### Clock network drawn from the DEF

(4 px per µm)
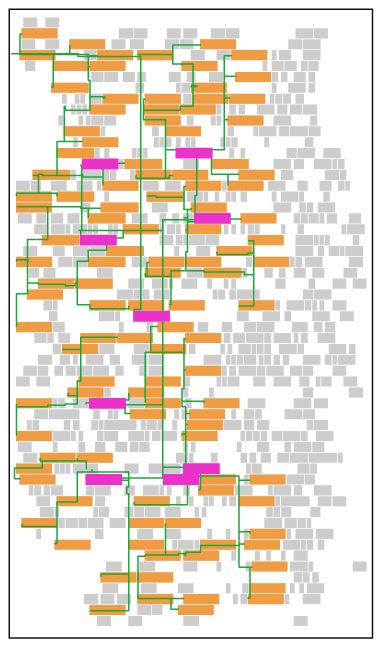
### Register map, names as in the netlist

(4 px per µm) Other sequential cells in the stronger gray, the rest of the logic in the fainter gray.
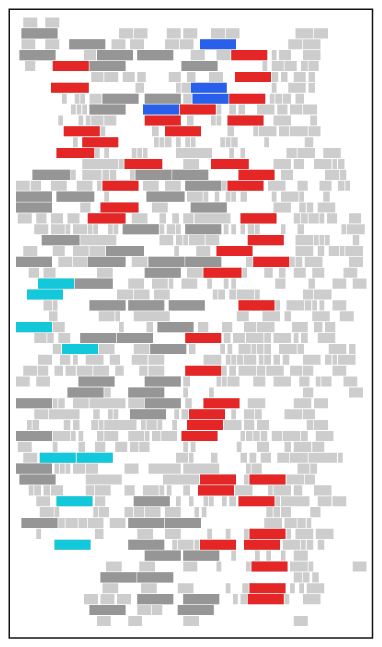
File: config.mk
export PLATFORM = sky130hd
export DESIGN_NAME = sprite_overlay_flat
export DESIGN_NICKNAME = d
export VERILOG_FILES = /design/src/rtl/sprite_overlay_if.sv /design/src/rtl/sprite_overlay.sv /design/src/flat_wrapper.sv
export SDC_FILE = /design/constraint.sdc
export NUM_CORES = 1
export LEC_CHECK = 0
export CORE_ASPECT_RATIO = 1.75
export CORE_UTILIZATION = 46
export DETAILED_ROUTE_END_ITERATION = 8
export GPL_ROUTABILITY_DRIVEN = 0
export PLACE_DENSITY_LB_ADDON = 0.12
export SETUP_SLACK_MARGIN = 0.2
export SYNTH_ARGS = -nofsm -noshare
export SYNTH_HDL_FRONTEND = slang
export SYNTH_SLANG_ARGS = --single-unit
File: constraint.sdc
create_clock -name clk -period 5.36 [get_ports clk]
set_clock_uncertainty 0.05 [all_clocks]
set_input_delay 1.072 -clock clk [delete_from_list [all_inputs] [get_ports clk]]
set_output_delay 1.072 -clock clk [all_outputs]
set_load 0.01 [all_outputs]
File: src/rtl/sprite_overlay_if.sv
// Byte-wide register bus for the sprite overlay.
// The CPU side drives cs/rw/addr/data_in; the overlay returns data_out.
interface sprite_overlay_if;
    logic       cs;
    logic       rw;
    logic [2:0] addr;
    logic [7:0] data_in;
    logic [7:0] data_out;

    modport master (
        output cs, rw, addr, data_in,
        input  data_out
    );

    modport slave (
        input  cs, rw, addr, data_in,
        output data_out
    );
endinterface

File: src/rtl/sprite_overlay.sv
// Single solid-rectangle sprite drawn over a flat background.
// CPU-visible pending registers are copied to shadows once per frame.
module sprite_overlay #(
    parameter int          CORDW  = 10,
    parameter int          H_RES  = 640,
    parameter int          V_RES  = 480,
    parameter logic [11:0] BG_RGB = 12'h08F
) (
    input  logic             clk,
    input  logic             reset,
    sprite_overlay_if.slave  bus,
    input  logic [CORDW-1:0] sx,
    input  logic [CORDW-1:0] sy,
    input  logic             de,
    input  logic             hsync,
    input  logic             vsync,
    output logic             vga_hsync,
    output logic             vga_vsync,
    output logic [3:0]       vga_r,
    output logic [3:0]       vga_g,
    output logic [3:0]       vga_b
);

    typedef struct packed {
        logic [CORDW-1:0] x;
        logic [CORDW-1:0] y;
        logic [7:0]       size;
        logic [3:0]       r;
        logic [3:0]       g;
        logic [3:0]       b;
        logic             en;
    } sprite_t;

    localparam sprite_t SPR_RST = '{
        x: '0, y: '0, size: 8'd32,
        r: 4'hF, g: 4'h8, b: 4'h0, en: 1'b1
    };

    localparam logic [CORDW:0] HMAX = (CORDW+1)'(H_RES);
    localparam logic [CORDW:0] VMAX = (CORDW+1)'(V_RES);

    sprite_t    pend;
    sprite_t    shad;
    logic [7:0] frame;
    logic [7:0] rd_val;
    logic       boundary;
    logic       wr_en;
    logic       rd_en;

    assign boundary = (sx == '0) && (sy == CORDW'(V_RES));
    assign wr_en    = bus.cs && !bus.rw;
    assign rd_en    = bus.cs && bus.rw;

    always_ff @(posedge clk or negedge reset) begin
        if (!reset) begin
            pend <= SPR_RST;
        end else if (wr_en) begin
            case (bus.addr)
                3'd0: pend.x[7:0] <= bus.data_in;
                3'd1: pend.x[CORDW-1:8] <= bus.data_in[CORDW-9:0];
                3'd2: pend.y[7:0] <= bus.data_in;
                3'd3: pend.y[CORDW-1:8] <= bus.data_in[CORDW-9:0];
                3'd4: pend.size <= bus.data_in;
                3'd5: {pend.r, pend.g} <= bus.data_in;
                3'd6: begin
                    pend.en <= bus.data_in[7];
                    pend.b  <= bus.data_in[3:0];
                end
                default: ;
            endcase
        end
    end

    always_comb begin
        rd_val = 8'h00;
        case (bus.addr)
            3'd0: rd_val = pend.x[7:0];
            3'd1: rd_val[CORDW-9:0] = pend.x[CORDW-1:8];
            3'd2: rd_val = pend.y[7:0];
            3'd3: rd_val[CORDW-9:0] = pend.y[CORDW-1:8];
            3'd4: rd_val = pend.size;
            3'd5: rd_val = {pend.r, pend.g};
            3'd6: rd_val = {pend.en, 3'b000, pend.b};
            default: rd_val = frame;
        endcase
    end

    always_ff @(posedge clk or negedge reset) begin
        if (!reset) begin
            bus.data_out <= 8'h00;
        end else if (rd_en) begin
            bus.data_out <= rd_val;
        end
    end

    // A write landing on the boundary edge misses this copy by design.
    always_ff @(posedge clk or negedge reset) begin
        if (!reset) begin
            shad  <= SPR_RST;
            frame <= 8'h00;
        end else if (boundary) begin
            shad  <= pend;
            frame <= frame + 8'd1;
        end
    end

    logic [CORDW:0] px, py;
    logic [CORDW:0] x0, y0, x1, y1;
    logic           hit;

    always_comb begin
        px  = {1'b0, sx};
        py  = {1'b0, sy};
        x0  = {1'b0, shad.x};
        y0  = {1'b0, shad.y};
        x1  = x0 + {{(CORDW-7){1'b0}}, shad.size};
        y1  = y0 + {{(CORDW-7){1'b0}}, shad.size};
        hit = shad.en && (shad.size != 8'd0)
            && (px >= x0) && (px < x1)
            && (py >= y0) && (py < y1)
            && (px < HMAX) && (py < VMAX);
    end

    always_ff @(posedge clk or negedge reset) begin
        if (!reset) begin
            vga_hsync <= 1'b0;
            vga_vsync <= 1'b0;
            vga_r     <= 4'h0;
            vga_g     <= 4'h0;
            vga_b     <= 4'h0;
        end else begin
            vga_hsync <= hsync;
            vga_vsync <= vsync;
            if (!de) begin
                {vga_r, vga_g, vga_b} <= 12'h000;
            end else if (hit) begin
                {vga_r, vga_g, vga_b} <= {shad.r, shad.g, shad.b};
            end else begin
                {vga_r, vga_g, vga_b} <= BG_RGB;
            end
        end
    end

endmodule

File: src/flat_wrapper.sv
// flat-port wrapper written by rule: the top's interface ports become plain ports
module sprite_overlay_flat 
#(
    parameter int          CORDW  = 10,
    parameter int          H_RES  = 640,
    parameter int          V_RES  = 480,
    parameter logic [11:0] BG_RGB = 12'h08F
)
  (clk, reset, sx, sy, de, hsync, vsync, vga_hsync, vga_vsync, vga_r, vga_g, vga_b, bus_cs, bus_rw, bus_addr, bus_data_in, bus_data_out);
  sprite_overlay_if bus_i ();
  input  logic clk;
  input  logic reset;
  input  logic [CORDW-1:0] sx;
  input  logic [CORDW-1:0] sy;
  input  logic de;
  input  logic hsync;
  input  logic vsync;
  output logic vga_hsync;
  output logic vga_vsync;
  output logic [3:0] vga_r;
  output logic [3:0] vga_g;
  output logic [3:0] vga_b;
  input wire logic [$bits(bus_i.cs)-1:0] bus_cs;
  input wire logic [$bits(bus_i.rw)-1:0] bus_rw;
  input wire logic [$bits(bus_i.addr)-1:0] bus_addr;
  input wire logic [$bits(bus_i.data_in)-1:0] bus_data_in;
  output wire logic [$bits(bus_i.data_out)-1:0] bus_data_out;
  assign bus_i.cs = bus_cs;
  assign bus_i.rw = bus_rw;
  assign bus_i.addr = bus_addr;
  assign bus_i.data_in = bus_data_in;
  assign bus_data_out = bus_i.data_out;
  sprite_overlay #(.CORDW(CORDW), .H_RES(H_RES), .V_RES(V_RES), .BG_RGB(BG_RGB)) u_core (.clk(clk), .reset(reset), .bus(bus_i), .sx(sx), .sy(sy), .de(de), .hsync(hsync), .vsync(vsync), .vga_hsync(vga_hsync), .vga_vsync(vga_vsync), .vga_r(vga_r), .vga_g(vga_g), .vga_b(vga_b));
endmodule
==> run summary <==
top flop regs: u_core.pend: 41 flops, u_core.shad: 41 flops
fraction of final layout cells with drive strength greater than 1: 0.135
yosys cell count: 612
clock latency reported for the late side of the worst-skew pair: 0.35 ns
synth unique cells: 55
share of the clock period used by the worst path: 0.735
destination of the worst hold path: u_core.shad[10]$_DFFE_PN1P_
sum of negative setup slack: 0 ns
placeable core region: 13400 µm²
CTS clk-pin slew, worst paths: 0.07 ns
summed standard-cell area reported by yosys: 6300 µm²
routed wirelength normalized by instance count: 18.5 µm
top cell types by occurrence after synthesis: sky130_fd_sc_hd__nand2_1, sky130_fd_sc_hd__dfrtp_1, sky130_fd_sc_hd__ha_1
summed instance area of the synthesized netlist: 6300 µm²
number of buffers inserted during clock tree synthesis: 9
async set or reset register ratio after synthesis: 1.00
Top Layout Cells: sky130_fd_sc_hd__nand2_1, sky130_fd_sc_hd__dfrtp_1, sky130_fd_sc_hd__clkdlybuf4s50_1, sky130_fd_sc_hd__ha_1, sky130_fd_sc_hd__mux2_2
library cell occupying the most area in the post-synthesis netlist: sky130_fd_sc_hd__dfrtp_1
combined global-route utilization of all metal layers: 0.234
worst hold start: u_core.shad[10]$_DFFE_PN1P_
buffers inserted by post-CTS timing repair: 0
Required @ worst endpoint: 5.59 ns
predominant post-synthesis flop cell: sky130_fd_sc_hd__dfrtp_1
kind of capture point of the worst setup path: register
ANT cells: 0
Die Span X: 90.5 µm
startpoint type of the worst setup path: register
kind of path behind the tightest hold check: reg -> reg
TritonCTS clock tree: built
Floorplan Nets: 707
leakage component of the power: 3.41 nW
Worst Reg2Reg Path Length in Cells: 13
worst setup path endpoint: u_core.vga_r[2]$_DFF_PN0_
maximum root-to-sink buffer count: 2
startpoint of the worst register-to-register path: u_core.shad[13]$_DFFE_PN0P_
Routed Wire Length: 15600 µm
number of nets still failing antenna checks after routing: 0
MaxCap Viol Count: 0
met1 routing resource usage after global routing: 0.255
number of hold-slack violations in the final timing report: 0
Initial Util: 0.471
Mapped Cells: 612
launch point of the worst path: u_core.shad[13]$_DFFE_PN0P_
number of sinks driven by the clock tree: 112
Max FO, Critical Path: 12
IR Drop Worst-Case VDD: 0.207 mV
pin count of the biggest net entering global routing: 77
areal power density over the cells: 264 nW/µm²
worst r2r dst: u_core.vga_r[2]$_DFF_PN0_
slowest cell delay on critical path: 0.73 ns
post-layout utilization of the core: 0.545
worst setup slack after layout: 1.42 ns
number of DRC violations after detailed routing: 0
Hold Path Stages: 2
first-pass iteration count of the detailed router: 5
PortBufs: 59
synthesized area divided by synthesized cell count: 10.3 µm²
final net count: 758
Final setup violation count: 0
final count of pins violating max slew: 0
Tightest Pin Transition: 1.02 ns
area growth from synthesis to layout: 15.7%
post-synth tally of flip-flops with integrated enable: 0
run status: completed
RSZ-0062 raised after global routing: false
flop2flop setup slack: 1.42 ns
dominant cells by area after synthesis: sky130_fd_sc_hd__dfrtp_1, sky130_fd_sc_hd__ha_1, sky130_fd_sc_hd__mux2_2
met3 usage in global routing: 0.0301
number of global-route vias before repair: 4886
post-layout min period: 3.94 ns
worst rel slew slack: 0.321
Resized cells post-CTS: 0
H-tree levels: 3
chain of cells forming the critical path: ha_1, fa_1, a21oi_1, nor2_1, a211oi_1, a21oi_1, xnor2_1, ha_1, and4_1, a21oi_1, nand2_1, o2bb2ai_1, and4_1
portion of the post-synthesis area used by sequential elements: 0.448
Notes on 'Clock network drawn from the DEF' above:
legend:
  flip-flops:
    color: orange
    count: 112
  clock-net drivers:
    color: magenta
    count: 9
  clock wires:
    color: green
    length: 1220 µm
routed clock nets: 10

Notes on 'Register map, names as in the netlist' above:
legend:
  `u_core.frame`:
    color: cyan
    flops: 8
  `u_core.vga_b`:
    color: blue
    flops: 4
    where: top middle
  `u_core.shad`:
    color: red
    flops: 41
not colored: 59

cell families (layout without fill, tap and decap cells):
logic type / count (synthesis) / in the layout / share of synthesized area
AND-OR/OR-AND: 124 / 124 / 0.124
XOR/XNOR: 22 / 22 / 0.0306
adder cells (fa/ha/maj): 57 / 57 / 0.116
buffers and inverters: 56 / 112 / 0.0405
flip-flops: 112 / 112 / 0.448
multiplexers: 55 / 55 / 0.100
AND/OR/NAND/NOR: 186 / 186 / 0.142
stage by stage:
step	std cells	hold slack, ns	instance area [µm²]
floorplan	612	0.381	6300
global placement	826	0.398	7000
detailed placement	826	0.397	7000
CTS	842	0.408	7290
global route	842	0.424	7290
finish	842	0.405	7290
routing by layer:
layer,wire length (µm),vias to the layer above
met5,0,-
met1,5990,2278
met4,868,0
met2,8280,104
li1,-,2269
met3,427,44
worst max-delay path: cells and delay by family, from the launching register on:
kind | cells | cell delay, ns
XOR/XNOR | 1 | 0.19
flip-flops | 1 | 0.42
AND-OR/OR-AND | 5 | 1.62
adder cells (fa/ha/maj) | 3 | 0.91
AND/OR/NAND/NOR | 4 | 0.69
area by class of cell:
type                    instances  area [µm²]  share of cell area
repair buffers                 62         611              0.0838
inverters                      34         128              0.0175
flip-flops and latches        112        2820               0.387
clock inverters                 6        48.8             0.00670
clock buffers                  10         239              0.0328
well taps                     174         218              0.0299
multi-input cells             444        3220               0.442
power by group:
| part | switching (mW) | internal (mW) | total, mW | leakage (nW) |
|---|---|---|---|---|
| Clock | 0.311 | 0.334 | 0.645 | 0.137 |
| Combinational | 0.113 | 0.144 | 0.257 | 1.96 |
| Sequential | 0.0854 | 0.939 | 1.02 | 1.31 |
| Total | 0.509 | 1.42 | 1.93 | 3.41 |
Power figures rest on the tool's default switching activity, not on a simulated workload.
